**Run 1: placement by cell class**

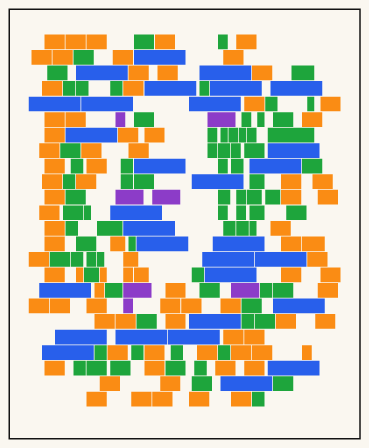
**Run 1: local utilization**

6 x 7 tiles, from white (low) to dark blue (high), 0 to 100% covered.
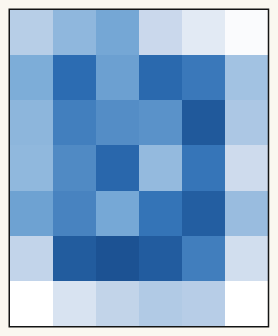
**Run 1: placed standard cells**

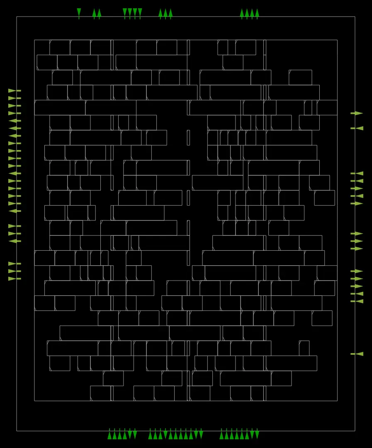
File: src/rtl/regfile_wb_ctrl.sv
// regfile_wb_ctrl
// Write-back controller for the 8-entry general-purpose register file.
// The file's single write port is shared between the ALU result path and
// the memory-load path. A round-robin pointer picks the winner when both
// request. The winner's destination and data are registered onto the write
// port one cycle later. A per-register pending-write scoreboard is also
// kept here for the issue logic's hazard stalls.
//
// Ports
//   CLK        clock, rising edge
//   RST_N      asynchronous active-low reset
//   alu_vld    ALU write-back request
//   alu_dst    ALU destination register
//   alu_data   ALU result
//   alu_rdy    ALU request accepted this cycle (combinational)
//   mem_vld    load write-back request
//   mem_dst    load destination register
//   mem_data   load data
//   mem_rdy    load request accepted this cycle (combinational)
//   hold       freeze write-back, no grants while high
//   claim_en   issue logic reserves a destination
//   claim_dst  register being reserved
//   WEN        register file write enable (registered)
//   WrtDst     register file write address (registered)
//   WriteData  register file write data (registered)
//   busy       pending-write scoreboard, one bit per register
//   claim_err  sticky, set when a claim hits an already-busy register
module regfile_wb_ctrl #(
    parameter int DATA_W = 16
) (
    input  logic              CLK,
    input  logic              RST_N,
    input  logic              alu_vld,
    input  logic [2:0]        alu_dst,
    input  logic [DATA_W-1:0] alu_data,
    output logic              alu_rdy,
    input  logic              mem_vld,
    input  logic [2:0]        mem_dst,
    input  logic [DATA_W-1:0] mem_data,
    output logic              mem_rdy,
    input  logic              hold,
    input  logic              claim_en,
    input  logic [2:0]        claim_dst,
    output logic              WEN,
    output logic [2:0]        WrtDst,
    output logic [DATA_W-1:0] WriteData,
    output logic [7:0]        busy,
    output logic              claim_err
);

    typedef enum logic {
        PRI_ALU = 1'b0,
        PRI_MEM = 1'b1
    } pri_t;

    pri_t       pri;
    logic       both_vld;
    logic       alu_win;
    logic       mem_win;
    logic [7:0] busy_nxt;

    // Arbitration: a lone requester always wins; under contention the
    // pointer decides.
    always_comb begin
        both_vld = alu_vld & mem_vld;
        alu_win  = alu_vld & (~mem_vld | (pri == PRI_ALU));
        mem_win  = mem_vld & (~alu_vld | (pri == PRI_MEM));
        alu_rdy  = alu_win & ~hold;
        mem_rdy  = mem_win & ~hold;
    end

    // Scoreboard: the completing write clears first, so a claim to the same
    // register on the same edge leaves the bit set.
    always_comb begin
        busy_nxt = busy;
        if (WEN) begin
            busy_nxt[WrtDst] = 1'b0;
        end
        if (claim_en) begin
            busy_nxt[claim_dst] = 1'b1;
        end
    end

    // Write-port register stage
    always_ff @(posedge CLK or negedge RST_N) begin
        if (!RST_N) begin
            WEN       <= 1'b0;
            WrtDst    <= '0;
            WriteData <= '0;
            pri       <= PRI_ALU;
            busy      <= '0;
            claim_err <= 1'b0;
        end else begin
            WEN <= alu_rdy | mem_rdy;
            if (alu_rdy) begin
                WrtDst    <= alu_dst;
                WriteData <= alu_data;
            end else if (mem_rdy) begin
                WrtDst    <= mem_dst;
                WriteData <= mem_data;
            end
            // A contested grant hands priority to the loser; hold blocks the
            // grant and therefore leaves the pointer alone.
            if (both_vld && !hold) begin
                pri <= (pri == PRI_ALU) ? PRI_MEM : PRI_ALU;
            end
            busy <= busy_nxt;
            // Error looks at the scoreboard as it stood before this edge.
            if (claim_en && busy[claim_dst]) begin
                claim_err <= 1'b1;
            end
        end
    end

endmodule

File: config.mk
export PLATFORM = sky130hd
export DESIGN_NAME = regfile_wb_ctrl
export DESIGN_NICKNAME = d
export VERILOG_FILES = /design/src/rtl/regfile_wb_ctrl.sv
export SDC_FILE = /design/constraint.sdc
export NUM_CORES = 1
export LEC_CHECK = 0
export CORE_ASPECT_RATIO = 1.25
export CORE_MARGIN = 3
export CORE_UTILIZATION = 36
export DETAILED_ROUTE_END_ITERATION = 10
export GPL_TIMING_DRIVEN = 0
export PLACE_DENSITY_LB_ADDON = 0.1
export SETUP_SLACK_MARGIN = 0.2
export SYNTH_ARGS = -nofsm -noshare
export SYNTH_HDL_FRONTEND = slang
export SYNTH_SLANG_ARGS = --single-unit
File: constraint.sdc
create_clock -name CLK -period 2.2 [get_ports CLK]
set_input_delay 0.22 -clock CLK [delete_from_list [all_inputs] [get_ports CLK]]
set_output_delay 0.22 -clock CLK [all_outputs]
set_load 0.005 [all_outputs]
==> results.txt, run 1 <==
From the run reports.

- The run finished, with violations left.
- The final reports fail on hold timing.
- After synthesis, the chip area reported by Yosys is 1370 um2.
- The chip occupies 4580 um2.
- For reference, the mux area share after synthesis is 0.0457.
- The sum of internal, switching and leakage power is 0.00194 W.
- The die outline height reads 74.9 um.
- Yosys printed 0 warnings.
- The number of synthesized flops with an enable pin is 0.
- The combined area of all synthesized cells reads 1370 um2.
- The number of pins exceeding their max-slew limit in the final report is 0.
- The highest clock rate this design can be run at is 0.519 GHz.
- The post-detailed-route wirelength per cell reads 17.2 um.
- For reference, the top cells by area after synthesis are sky130_fd_sc_hd__dfrtp_1 55%, sky130_fd_sc_hd__a221o_1 14%, sky130_fd_sc_hd__and2_1 8.7%.
- The share of post-route cells with drive strength above 1 reads 0.0850.
- The power density over cell area is 854 nW/um2.
- The total instance count after detailed placement reads 231.
- The number of gates resized after CTS was 1.
- The H-tree depth is 2.
- Dividing the synthesized area by the synthesized cell count gives 11.8 um2.
- The worst endpoint data arrival time reads 1.71 ns.
- The logs give a warning total of 26.
- The most critical setup path has its startpoint at mem_vld.
- The total negative setup slack is 0 ns.
- The clock passes through at most 2 buffers.
- The detail route stage leaves a number of antenna-violating nets equal to 0.
- The largest single stage delay on the critical path is 0.56 ns.
- The cell area after placement reads 2180 um2.
- The CTS tree reads done.
- The buffer cell driving the clock tree root reads sky130_fd_sc_hd__clkbuf_8.
- The share of final layout cell area taken by non-clock buffers reads 0.356.
- The kind of end point of the critical path reads an output port.
- The total of clock buffers placed in the layout is 5.
- The number of logic gates reads 75.
- The most numerous cell on the critical path reads sky130_fd_sc_hd__clkdlybuf4s50_1.
- The data required time of the critical path reads 1.98 ns.
- The source of the worst register-to-register timing path is pri.
- Per the power-grid run, VDD falls by no more than 0.497 mV.
- The most common logic cells in the final layout are 75 x sky130_fd_sc_hd__clkdlybuf4s50_1, 30 x sky130_fd_sc_hd__dfrtp_1, 19 x sky130_fd_sc_hd__and2_1, 19 x sky130_fd_sc_hd__a221o_1, 12 x sky130_fd_sc_hd__o21ai_0.
- The post-CTS setup-driven buffer insertion count is 1.
- The critical path launch point type is a primary input.
- The via count of the first global-routing pass is 1391.
- The sequential cell area in the final layout reads 751 um2.
- The slew at the pin closest to its max-slew limit reads 0.650 ns.
- The final antenna diode count is 0.
- The compound-cell area share of the yosys netlist is 0.231.
- The horizontal extent of the die reads 61.2 um.
- The relative slew slack reads 0.567.
- Dividing the final minimum period by the clock period gives 0.875.
- Per the post-synthesis report, the nets total 163.
- The non-clock inverter total of the final layout reads 4.
- The number of sinks driven by the clock tree is 30.
- The half-perimeter wire length of the detailed placement result reads 3.06 mm.
- The multi-input gate area in the final layout reads 569 um2.
- The kind of cell adding the most delay to the critical path reads buffers and inverters.
- In the final report, the number of hold violations comes to 30.
- The critical path maximum fanout is 10.
- The simple-gate share of the synthesized area is 0.129.
- The cell with the most instances after synthesis reads sky130_fd_sc_hd__dfrtp_1.
- The floorplan report gives the top-level pin count as 78.
- Final hold analysis gives a worst-case slack of -0.0284 ns.
- The net switching power reads 0.000551 W.
- The fraction of the yosys area taken by sequential cells is 0.548.
- The cell total in the yosys stat output reads 116.
- Per the final report, the share of cell area in clock cells is 0.0347.
- Of the total synthesized cell area, the portion taken by XOR and XNOR cells is 0.00640.
- The number of antenna violations at the first check in global routing reads 0.
- Measured in cells, the most critical reg-to-reg path has a length of 4.
- The proportion of total power due to net switching reads 0.284.
- The internal power of the cells totals 0.00139 W.
- The source-to-sink clock delay at the later pin of the worst-skew pair is 0.27 ns.
Back to the opening pictures, 'placement by cell class':
sequential cells -> blue  # cells 30, share of their area 34%
clock drivers and dummy loads -> purple  # cells 7, share of their area 3.5%
remaining buffers and delay cells -> orange  # cells 84, share of their area 36%
combinational and other logic -> green  # cells 79, share of their area 26%
fraction of area in registers: 0.331
core box area: 3570 um2
Row Count: 24
Finished Cell Area: 2270 um2

Back to the opening pictures, 'local utilization':
tiles over 75% full = 19%
mean over tiles = 49%
fullest tile = 86%
nearly empty tiles = 4.8%
utilization of the core after routing: 0.635
initial core utilization: 0.383

Back to the opening pictures, 'placed standard cells':
Filler Cell Count: 306
Tapcells: 39
number of sequential storage elements: 30

==> run 1: power by group through the flow <==
stage / Clock [W] / Combinational [W] / Sequential [W]
floorplan: 0 / 0.000245 / 0.000815
global placement: 0 / 0.000687 / 0.000815
detailed placement: 0 / 0.000709 / 0.000825
CTS: 0.000423 / 0.000719 / 0.000819
global route: 0.000447 / 0.000774 / 0.000841
finish: 0.000408 / 0.000708 / 0.000822
==> run 1: layer usage <==
metal / vias up / wire length [um] / global-route usage
li1: 598 / - / -
met1: 623 / 1540 / 0.210
met5: - / 0 / 0
met4: 0 / 82 / 0.0771
met2: 59 / 2180 / 0.332
met3: 10 / 319 / 0.0738
==> run 1: registers in the layout (all words and copies together), names as in the netlist <==
register,cells
claim_err,1
busy,8
pri,1
WrtDst,3
WEN,1
WriteData,16
==> run 2, diff against run 1 <==
--- a/config.mk
+++ b/config.mk
@@ -15,3 +15,4 @@
 export SYNTH_ARGS = -nofsm -noshare
 export SYNTH_HDL_FRONTEND = slang
 export SYNTH_SLANG_ARGS = --single-unit
+export TNS_END_PERCENT = 10
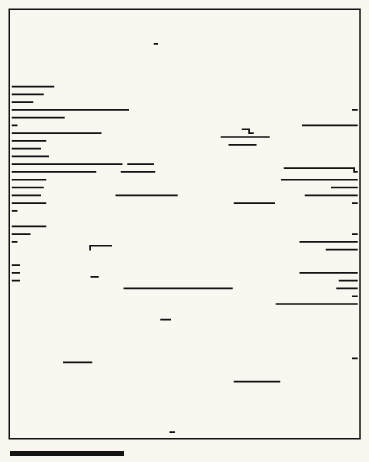
**Above:** run 2 (metal 3).
Bar = 20 um.
longest straight run = 20.2 um
share of all routed wire = 7.9%
main direction = horizontal
global routing met3 resource utilization: 0.0738
DR vias: 1294
Detailed Route WL: 4.14 mm

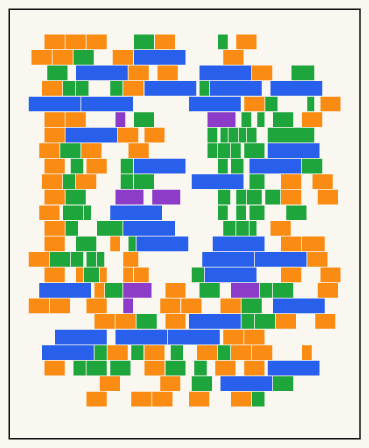
**Above:** run 2 (placement by cell class).
remaining buffers and delay cells -> orange  # cells 84, share of their area 36%
clock drivers and dummy loads -> purple  # cells 7, share of their area 3.6%
sequential cells -> blue  # cells 30, share of their area 34%
combinational and other logic -> green  # cells 79, share of their area 26%

==> run 2 against run 1 <==
  * The flow still finishes with violations (hold timing)
  * Fmax decreased by 2.4%
  * Via count grew 0.31%
  * Sequential power barely moved
  * Area after synthesis unchanged
  * Hold slack about the same
  * Non-clock buffer count unchanged
  * Clock-buffer cell count stayed put
  * Die area unchanged
  * Design area down 0.11%
  * Critical path depth unchanged
  * Final cell count is the same
  * Flip-flop count unchanged
  * Critical path type unchanged
  * Largest cell class unchanged
==> results.txt, run 2 <==
From the run reports.

- The wire length on met1 reads 1.56 mm (was 1.54 mm).
- The clock network power consumption reads 0.000408 W (about the same).
- The fill cell instance count of the final layout reads 307 (was 306).
- The number of nets in the synthesized netlist is 163 (unchanged).
- The net switching power came to 0.000552 W (was 0.000551 W).
- The sequential cell area in the final layout was 751 um2 (unchanged).
- The number of antenna violations at the first check in global routing is 0 (unchanged).
- The share of post-route cells with drive strength above 1 was 0.0850 (unchanged).
- The buffer cell driving the clock tree root reads sky130_fd_sc_hd__clkbuf_8 (unchanged).
- The via count of the first global-routing pass reads 1391 (unchanged).
- The final standard cell area without fillers is 2270 um2 (about the same).
- The met2 track demand over resource in global routing is 0.332 (unchanged).
- The number of pins exceeding their max-slew limit in the final report is 0 (unchanged).
- The combinational logic power is 0.000707 W (was 0.000708 W).
- The met3 routed wirelength was 327 um (was 319 um).
- The internal portion of total power is 0.00139 W (about the same).
- The number of synthesized flops with an enable pin came to 0 (unchanged).
- The number of top-level pins is 78 (unchanged).
- The proportion of total power due to net switching is 0.285 (was 0.284).
- The share of the final layout cell area in sequential cells is 0.331 (about the same).
- The multi-input gate area in the final layout is 569 um2 (unchanged).
- The mean instance size in the synthesized netlist is 11.8 um2 (unchanged).
- Top Layout Cells: 75 x sky130_fd_sc_hd__clkdlybuf4s50_1, 30 x sky130_fd_sc_hd__dfrtp_1, 19 x sky130_fd_sc_hd__and2_1, 19 x sky130_fd_sc_hd__a221o_1, 12 x sky130_fd_sc_hd__o21ai_0 (unchanged).
- The sum of internal, switching and leakage power reads 0.00194 W (about the same).
- The uppermost layer routed is met4 (unchanged).
- The source of the worst register-to-register timing path is pri (unchanged).
- The die outline height came to 74.9 um (unchanged).
- Violations in the final reports: hold timing (unchanged).
- The fraction of the yosys area taken by sequential cells reads 0.548 (unchanged).
- The largest register by flop count reads WriteData (unchanged).
- Run status: finished, violations left (unchanged).
- The number of failing hold endpoints at the final stage reads 30 (unchanged).
- The layer with the highest usage after global routing was met2 (unchanged).
- The met2 routed wirelength is 2.16 mm (was 2.18 mm).
- The number of logic gates was 75 (unchanged).
- The biggest fanout along the worst timing path is 10 (unchanged).
- The power of the sequential group was 0.000823 W (was 0.000822 W).
- The final antenna diode count is 0 (unchanged).
- The inserted tap cell count came to 39 (unchanged).
- The power group with the highest consumption is registers (unchanged).
- The post-detailed-route wirelength per cell reads 17.3 um (was 17.2 um).
- The Yosys chip area is 1370 um2 (unchanged).
- The share of final layout cell area taken by non-clock buffers came to 0.355 (was 0.356).
- The fraction of the cycle the final worst path needs reads 0.897 (was 0.875).
- The total number of placement rows reads 24 (unchanged).
- The maximum clock frequency reads 0.507 GHz (was 0.519 GHz).
- The count of tool warnings reads 27 (was 26).
- The worst hold slack after final layout reads -0.0288 ns (was -0.0284 ns).
- The horizontal extent of the die is 61.2 um (unchanged).
- The data required time of the critical path is 1.98 ns (about the same).
- The count of instances resized after the clock tree is built is 1 (unchanged).
- The relative slew slack reads 0.567 (about the same).
- The cell area after placement reads 2180 um2 (unchanged).
- The CTS tree was done (unchanged).
- The relative area of clock buffers and inverters in the final design is 0.0348 (was 0.0347).
- The cell with the most instances after synthesis was sky130_fd_sc_hd__dfrtp_1 (unchanged).
- The utilization after layout is 0.634 (was 0.635).
- The number of sequential storage elements reads 30 (unchanged).
- The kind of end point of the critical path is an output port (unchanged).
- The remaining antenna violation count after routing reads 0 (unchanged).
- The source-to-sink clock delay at the later pin of the worst-skew pair reads 0.27 ns (about the same).
- The post-CTS setup-driven buffer insertion count came to 1 (unchanged).
- The cell total in the yosys stat output is 116 (unchanged).
- The power density over cell area is 855 nW/um2 (was 854 nW/um2).
-- run 2: cell counts after synthesis --
No cell type changed its count.
-- run 2: kinds of logic after synthesis --
logic type / Yosys count / synth area share
muxes: 5 / 0.0457
xor gates and xnor gates: 1 / 0.00640
AOI/OAI and AO/OA: 39 / 0.231
DFF: 30 / 0.548
and+or+nand+nor: 30 / 0.129
buffers and inverters: 11 / 0.0393
-- run 2: critical path: stages --
cell and delay (ns):
sky130_fd_sc_hd__clkdlybuf4s50_1 0.56, sky130_fd_sc_hd__o211a_1 0.20, sky130_fd_sc_hd__buf_2 0.23, sky130_fd_sc_hd__clkdlybuf4s50_1 0.55
==> run 3, diff against run 2 <==
==> constraint.sdc (replaced) <==
create_clock -name CLK -period 2.4 [get_ports CLK]
set_input_delay 0.24 -clock CLK [delete_from_list [all_inputs] [get_ports CLK]]
set_output_delay 0.24 -clock CLK [all_outputs]
set_load 0.005 [all_outputs]
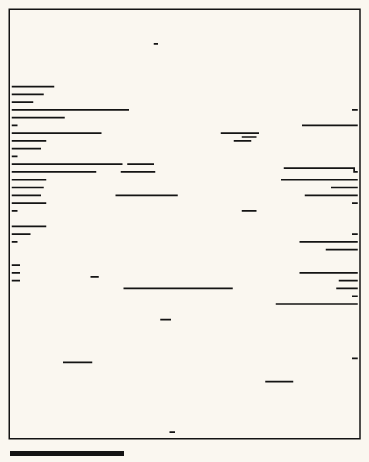
**Above:** run 3 (metal 3).
Bar = 20 um.
share of all routed wire = 7.5%
wire length on this layer = 306 um

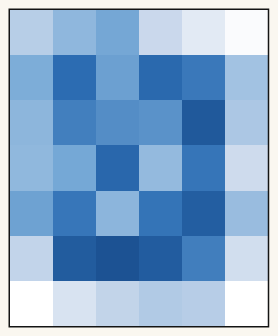
**Above:** run 3 (local utilization).
6 x 7 tiles, from white (low) to dark blue (high), 0 to 100% covered.
mean over tiles = 48%
tiles over 75% full = 19%
fullest tile = 86%
utilization of the core after routing: 0.631

==> run 3 against run 2 <==
  * The run still ends with hold timing left
  * First-iteration DRC count increased by 9.6%
  * Clock power decreased by 8.1%
  * Wire length decreased by 1.1%
  * Final cell count decreased by 0.42%
  * Largest power group unchanged
  * Synthesized cell count unchanged
  * Combinational power decreased by 9.1%
  * Hold slack improved by 0.022 ns
  * Critical path depth increased by 1
  * Flip-flop count unchanged
  * Highest routed layer unchanged
  * Register-to-register slack improved by 0.21 ns
  * Clock-buffer cell count unchanged
==> results.txt, run 3 <==
From the run reports.

- Run status: finished, violations left (unchanged).
- Violations in the final reports: hold timing (unchanged).
- The mean instance size in the synthesized netlist reads 11.8 um2 (unchanged).
- The largest family of logic cells by area is AND-OR/OR-AND gates (unchanged).
- The biggest fanout along the worst timing path is 10 (unchanged).
- The fill cell instance count of the final layout is 307 (unchanged).
- The share of the synthesized netlist area taken by xor and xnor gates reads 0.00640 (unchanged).
- The final antenna diode count reads 0 (unchanged).
- The source of the worst register-to-register timing path is pri (unchanged).
- The cell total in the yosys stat output reads 116 (unchanged).
- The total via count after detailed routing was 1282 (was 1294).
- The non-clock inverter total of the final layout came to 4 (unchanged).
- The number of failing hold endpoints at the final stage reads 11 (was 30).
- The number of synthesized flops with an enable pin is 0 (unchanged).
- The cell with the most instances after synthesis is sky130_fd_sc_hd__dfrtp_1 (unchanged).
- The total wire length is 4.09 mm (was 4.14 mm).
- The launch point of the worst path reads alu_vld (was mem_vld).
- The number of pins exceeding their max-slew limit in the final report was 0 (unchanged).
- The inserted tap cell count reads 39 (unchanged).
- The worst hold slack after final layout came to -0.00691 ns (was -0.0288 ns).
- The total number of placement rows is 24 (unchanged).
- The maximum resistive drop on vdd was 0.455 mV (was 0.497 mV).
- The power density over cell area reads 785 nW/um2 (was 855 nW/um2).
- The kind of end point of the critical path was an output port (unchanged).
- The total number of yosys warnings is 0 (unchanged).
- The final standard cell area without fillers reads 2250 um2 (was 2270 um2).
- The worst endpoint data arrival time is 1.86 ns (was 1.75 ns).
- The count of tool warnings came to 26 (was 27).
- The maximum clock frequency reads 0.475 GHz.
- The sum of internal, switching and leakage power is 0.00177 W (was 0.00194 W).
- The clock tree buffer depth reads 2 (unchanged).
- The source-to-sink clock delay at the later pin of the worst-skew pair reads 0.27 ns (about the same).
- The sequential cell area in the final layout was 751 um2 (unchanged).
- The slew at the pin closest to its max-slew limit is 0.656 ns (was 0.649 ns).
- The total negative setup slack was 0 ns (unchanged).
- The relative area of clock buffers and inverters in the final design is 0.0350 (was 0.0348).
- The share of final layout cell area taken by non-clock buffers is 0.353 (was 0.355).
- The share of post-route cells with drive strength above 1 reads 0.0754 (was 0.0850).
- The critical path launch point type reads a primary input (unchanged).
- The buffer cell driving the clock tree root is sky130_fd_sc_hd__clkbuf_8 (unchanged).
- The share of synthesized area spent on multiplexers reads 0.0457 (unchanged).
- Top Layout Cells: 75 x sky130_fd_sc_hd__clkdlybuf4s50_1, 30 x sky130_fd_sc_hd__dfrtp_1, 19 x sky130_fd_sc_hd__and2_1, 19 x sky130_fd_sc_hd__a221o_1, 12 x sky130_fd_sc_hd__o21ai_0 (unchanged).
- The cell area after placement is 2180 um2 (unchanged).
- The half-perimeter wire length of the detailed placement result is 3.06 mm (unchanged).
- The cell count of the worst reg-to-reg path is 3 (unchanged).
- The number of flip-flops in the largest register came to 16 (unchanged).
- The area of the core was 3570 um2 (unchanged).
- The data required time of the critical path was 2.16 ns (was 1.98 ns).
- The via count of the first global-routing pass is 1401 (was 1391).
- The number of sinks driven by the clock tree is 30 (unchanged).
- Biggest area contributors in the synthesized netlist: sky130_fd_sc_hd__dfrtp_1 55%, sky130_fd_sc_hd__a221o_1 14%, sky130_fd_sc_hd__and2_1 8.7% (unchanged).
- The post-detailed-route wirelength per cell is 17.2 um (was 17.3 um).
- The simple-gate share of the synthesized area is 0.129 (unchanged).
- The share of the final layout cell area in sequential cells reads 0.333 (was 0.331).
- The fraction of the cycle the final worst path needs is 0.876.
- Biggest registers after layout: WriteData (16), busy (8), WrtDst (3) (unchanged).
- The combined area of all synthesized cells is 1370 um2 (unchanged).
- The number of nets in the synthesized netlist is 163 (unchanged).
[run 3: layer usage]
metal,global-route usage,routed length [um]
met4,0.0771,82
met3,0.0738,306
met1,0.208,1570
met2,0.326,2140
met5,0,0
[run 3: what timing repair did]
item                       in CTS  in global routing
setup endpoints to repair       0                  1
hold buffers                    0                  0
gates resized                   0                  1
[run 3: critical path: stages]
cell	delay, ns
sky130_fd_sc_hd__clkdlybuf4s50_1	0.50
sky130_fd_sc_hd__inv_1	0.07
sky130_fd_sc_hd__a211oi_1	0.24
sky130_fd_sc_hd__clkbuf_4	0.26
sky130_fd_sc_hd__clkdlybuf4s50_1	0.54
[run 3: power by group]
| part | switching, W | internal (W) |
|---|---|---|
| Clock | 0.000181 | 0.000194 |
| Combinational | 0.000214 | 0.000429 |
| Sequential | 0.000109 | 0.000644 |
No activity file was given, so power comes from the tool's default toggle rates.
